`src/rtl/shifter_pkg.sv`:
```
// Shared definitions for the iterative shift unit and the ALU decoder.
package shifter_pkg;

    localparam logic [1:0] OpcSll = 2'b00;
    localparam logic [1:0] OpcSrl = 2'b01;
    localparam logic [1:0] OpcSra = 2'b10;
    localparam logic [1:0] OpcRor = 2'b11;

    typedef enum logic [1:0] {
        OpSll = OpcSll,
        OpSrl = OpcSrl,
        OpSra = OpcSra,
        OpRor = OpcRor
    } shift_op_e;

    typedef enum logic [1:0] {
        StIdle,
        StShift,
        StDone
    } state_e;

endpackage

```
`src/rtl/shift_step.sv`:
```
// Combinational WIDTH-bit shifter by 0..STEP positions for one of four shift ops.
module shift_step
    import shifter_pkg::*;
#(
    parameter int unsigned WIDTH = 32,
    parameter int unsigned STEP  = 4,
    localparam int unsigned KW   = $clog2(STEP + 1)
) (
    input  logic [WIDTH-1:0] data,
    input  logic [KW-1:0]    k,
    input  shift_op_e        op,
    output logic [WIDTH-1:0] result
);

    always_comb begin
        result = data;
        unique case (op)
            OpSll: result = data << k;
            OpSrl: result = data >> k;
            OpSra: result = $unsigned($signed(data) >>> k);
            // Shifting a doubled copy right leaves the rotated word in the low half.
            OpRor: result = WIDTH'({data, data} >> k);
        endcase
    end

endmodule

```
`src/rtl/iter_shifter.sv`:
```
// Multi-cycle shift unit: advances at most STEP bit positions per clock, valid/ready on both sides.
module iter_shifter
    import shifter_pkg::*;
#(
    parameter int unsigned WIDTH    = 32,
    parameter int unsigned STEP     = 4,
    localparam int unsigned SHAMT_W = $clog2(WIDTH)
) (
    input  logic               clk,
    input  logic               rst,
    input  logic               flush,
    input  logic               in_valid,
    output logic               in_ready,
    input  logic [WIDTH-1:0]   in_data,
    input  logic [SHAMT_W-1:0] in_shamt,
    input  logic [1:0]         in_op,
    output logic               out_valid,
    input  logic               out_ready,
    output logic [WIDTH-1:0]   out_data,
    output logic               busy
);

    localparam int unsigned KW = $clog2(STEP + 1);

    state_e             state_q, state_d;
    logic [WIDTH-1:0]   data_q, data_d;
    logic [SHAMT_W-1:0] rem_q, rem_d;
    shift_op_e          op_q, op_d;
    logic [KW-1:0]      k;
    logic [WIDTH-1:0]   step_result;

    // k = min(rem, STEP); rem only ever shrinks by k, so it cannot underflow.
    always_comb begin
        if (32'(rem_q) < STEP) begin
            k = KW'(rem_q);
        end else begin
            k = KW'(STEP);
        end
    end

    shift_step #(
        .WIDTH (WIDTH),
        .STEP  (STEP)
    ) u_shift_step (
        .data   (data_q),
        .k      (k),
        .op     (op_q),
        .result (step_result)
    );

    always_comb begin
        state_d = state_q;
        data_d  = data_q;
        rem_d   = rem_q;
        op_d    = op_q;
        unique case (state_q)
            StIdle: begin
                if (in_valid) begin
                    data_d  = in_data;
                    rem_d   = in_shamt;
                    op_d    = shift_op_e'(in_op);
                    state_d = (in_shamt == '0) ? StDone : StShift;
                end
            end
            StShift: begin
                data_d = step_result;
                rem_d  = rem_q - SHAMT_W'(k);
                if (rem_d == '0) begin
                    state_d = StDone;
                end
            end
            StDone: begin
                if (out_ready) begin
                    state_d = StIdle;
                end
            end
            default: state_d = StIdle;
        endcase
        // Abort wins over everything; the working register keeps its last value.
        if (flush) begin
            state_d = StIdle;
            data_d  = data_q;
            rem_d   = rem_q;
            op_d    = op_q;
        end
    end

    always_ff @(posedge clk or posedge rst) begin
        if (rst) begin
            state_q <= StIdle;
            data_q  <= '0;
            rem_q   <= '0;
            op_q    <= OpSll;
        end else begin
            state_q <= state_d;
            data_q  <= data_d;
            rem_q   <= rem_d;
            op_q    <= op_d;
        end
    end

    assign in_ready  = (state_q == StIdle);
    assign out_valid = (state_q == StDone);
    assign busy      = (state_q != StIdle);
    assign out_data  = data_q;

    a_shift_rem_nonzero: assert property (
        @(posedge clk) disable iff (rst) (state_q == StShift) |-> (rem_q != '0));

    a_done_stable: assert property (
        @(posedge clk) disable iff (rst)
        (state_q == StDone && !out_ready && !flush) |=> (out_valid && $stable(out_data)));

endmodule

```
`config.mk`:
```
export PLATFORM = sky130hd
export DESIGN_NAME = iter_shifter
export DESIGN_NICKNAME = d
export VERILOG_FILES = /design/src/rtl/shifter_pkg.sv /design/src/rtl/shift_step.sv /design/src/rtl/iter_shifter.sv
export SDC_FILE = /design/constraint.sdc
export NUM_CORES = 1
export LEC_CHECK = 0
export ABC_CLOCK_PERIOD_IN_PS = 3100
export CAP_MARGIN = 20
export CORE_ASPECT_RATIO = 1.5
export CORE_MARGIN = 2
export CORE_UTILIZATION = 25
export CTS_CLUSTER_SIZE = 14
export DETAILED_ROUTE_END_ITERATION = 7
export GPL_TIMING_DRIVEN = 0
export HOLD_SLACK_MARGIN = 0.15
export SETUP_SLACK_MARGIN = 0.02
export SYNTH_ARGS = -nofsm -noshare
export SYNTH_HDL_FRONTEND = slang
export SYNTH_HIERARCHICAL = 1
export SYNTH_SLANG_ARGS = --single-unit
export TNS_END_PERCENT = 10
```
`constraint.sdc`:
```
create_clock -name clk -period 3.1 [get_ports clk]
set_clock_uncertainty 0.2 [all_clocks]
set_input_delay 0.62 -clock clk [delete_from_list [all_inputs] [get_ports clk]]
set_output_delay 0.62 -clock clk [all_outputs]
set_load 0.03 [all_outputs]
```
### The metal 3 layer

The bar under the picture is 20 µm long.
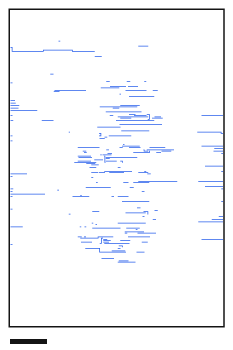
wire length on this layer: 995 µm
nets with wire on the layer: 110
longest straight run: 22.5 µm
Total Wirelength: 17900 µm
Vias: 4733

### Signal wires by layer

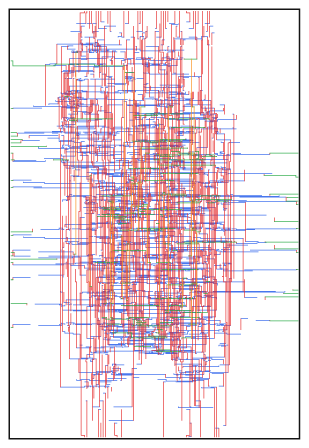
| layer | color | wire length |
|---|---|---|
| metal 1 | blue | 6710 µm |
| metal 4 | orange | 895 µm |
| metal 3 | green | 995 µm |
| metal 2 | red | 9340 µm |
detailed-route wire length per cell: 22.1 µm
GRT Total Usage: 18.6%

### Routed clock nets over the placement

The bar under the picture is 20 µm long.
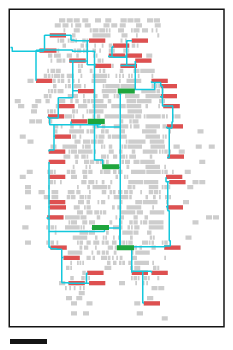
[clock drivers] green | count: 5
[flip-flops] red | count: 41
[clock wires] cyan | length: 805 µm
routed clock nets: 6
clk pwr: 0.557 mW
Clk pwr share: 7.5%
Insertion Delay late pin: 0.30 ns

==> flow_summary.json <==
{
  "num_rows": 60,
  "finalCritPeriodShare_pct": 97.3,
  "largest_class": "multi-input combinational cells",
  "status": "complete, no violations",
  "finalNetCount": 640,
  "grt_pass1_vias": 4803,
  "hold_start": "rem_q[0]",
  "tap_cells": 217,
  "cpPeakStageDelay_ns": 0.47,
  "min_path_cells": 1,
  "compound_area_share_pct": 18.9,
  "regArea_mm2": 0.00103,
  "ys_seq_share_pct": 22.3,
  "placed_cells": 805,
  "cts_tree": "built",
  "netlist_instances": 509,
  "finalSetupViolCount": 0,
  "yosys-top-cells-count": "nand2_1, nor2_1, mux4_2, dfrtp_1, a31oi_1",
  "fillers": 1914,
  "antenna_found_initial": 0,
  "comb_cells": 410,
  "fin_util_pct": 32.5,
  "die_height_um": 170,
  "drcViolationCount": 0,
  "path_cells": "nor3_4, and2_1, buf_8, buf_8, buf_6, buf_6, nand4_1, a21oi_1, o21ai_0, a32oi_2, nand2_1, a31oi_1",
  "ioPinCount": 79,
  "sh_seq_area_pct": 17.5,
  "final_cell_mix": "nand2_1, clkdlybuf4s50_1, nor2_1",
  "endpoint_kind": "flop",
  "netlist.area_leader.share_pct": 25.0,
  "crit_type": "reg -> reg",
  "portBuffers": 78,
  "nNonClkInverters": 7,
  "layout.cells.most_common": "nand2_1",
  "ff_type": "dfrtp_1",
  "seq_cells": 41,
  "avgViaCountPerCell": 5.83,
  "preCtsSetupSlack_ns": -0.124,
  "hold_viol_final": 0
}
metrics by stage:
| step | instance area [µm²] | power (mW) | setup TNS [ns] | hold slack (ns) |
|---|---|---|---|---|
| 3_5_place_dp | 5680 | 6.75 | -0.124 | 0.331 |
| 2_1_floorplan | 4600 | 4.97 | 0 | 0.296 |
| 6_report | 5860 | 7.41 | 0 | 0.347 |
| 5_1_grt | 5860 | 7.88 | -0.0845 | 0.378 |
| 4_1_cts | 5840 | 7.36 | 0 | 0.348 |
| 3_3_place_gp | 5650 | 6.71 | -0.120 | 0.323 |
sequential cells by signal, indices dropped and copies added, names as in the netlist:
name and flops:
out_data 32, rem_q 5, state_q 2, op_q 2
per-layer routing:
layer | wire length (µm) | global-route usage, % | vias up
met5 | 0 | 0 | -
met3 | 994 | 2.03 | 50
met1 | 6710 | 21.7 | 2311
met2 | 9340 | 33.4 | 256
met4 | 895 | 9.43 | 0
li1 | - | - | 2116
report_power, final:
part	switching [mW]	internal (mW)	total [mW]
registers	0.637	0.794	1.43
clock network	0.240	0.317	0.557
logic	2.97	2.45	5.43
total	3.85	3.57	7.41
how the worst max path moves through the flow:
stage          startpoint           end  slack [ns]  depth (start not counted)
6_report         rem_q[4]  out_data[31]        0.08                         12
3_3_place_gp     rem_q[4]  out_data[31]       -0.12                         12
3_5_place_dp     rem_q[4]  out_data[31]       -0.12                         12
4_1_cts          rem_q[2]  out_data[31]        0.04                         13
2_1_floorplan    rem_q[2]  out_data[23]        0.40                          9
5_1_grt          rem_q[3]  out_data[31]       -0.08                         13
worst max-delay path: cells and delay by family (launching register included):
family / cells / cell delay (ns)
flip-flops: 1 / 0.47
AND-OR/OR-AND: 4 / 0.90
AND/OR/NAND/NOR: 4 / 0.64
buffers and inverters: 4 / 0.71
Power and IR drop assume default switching activity.
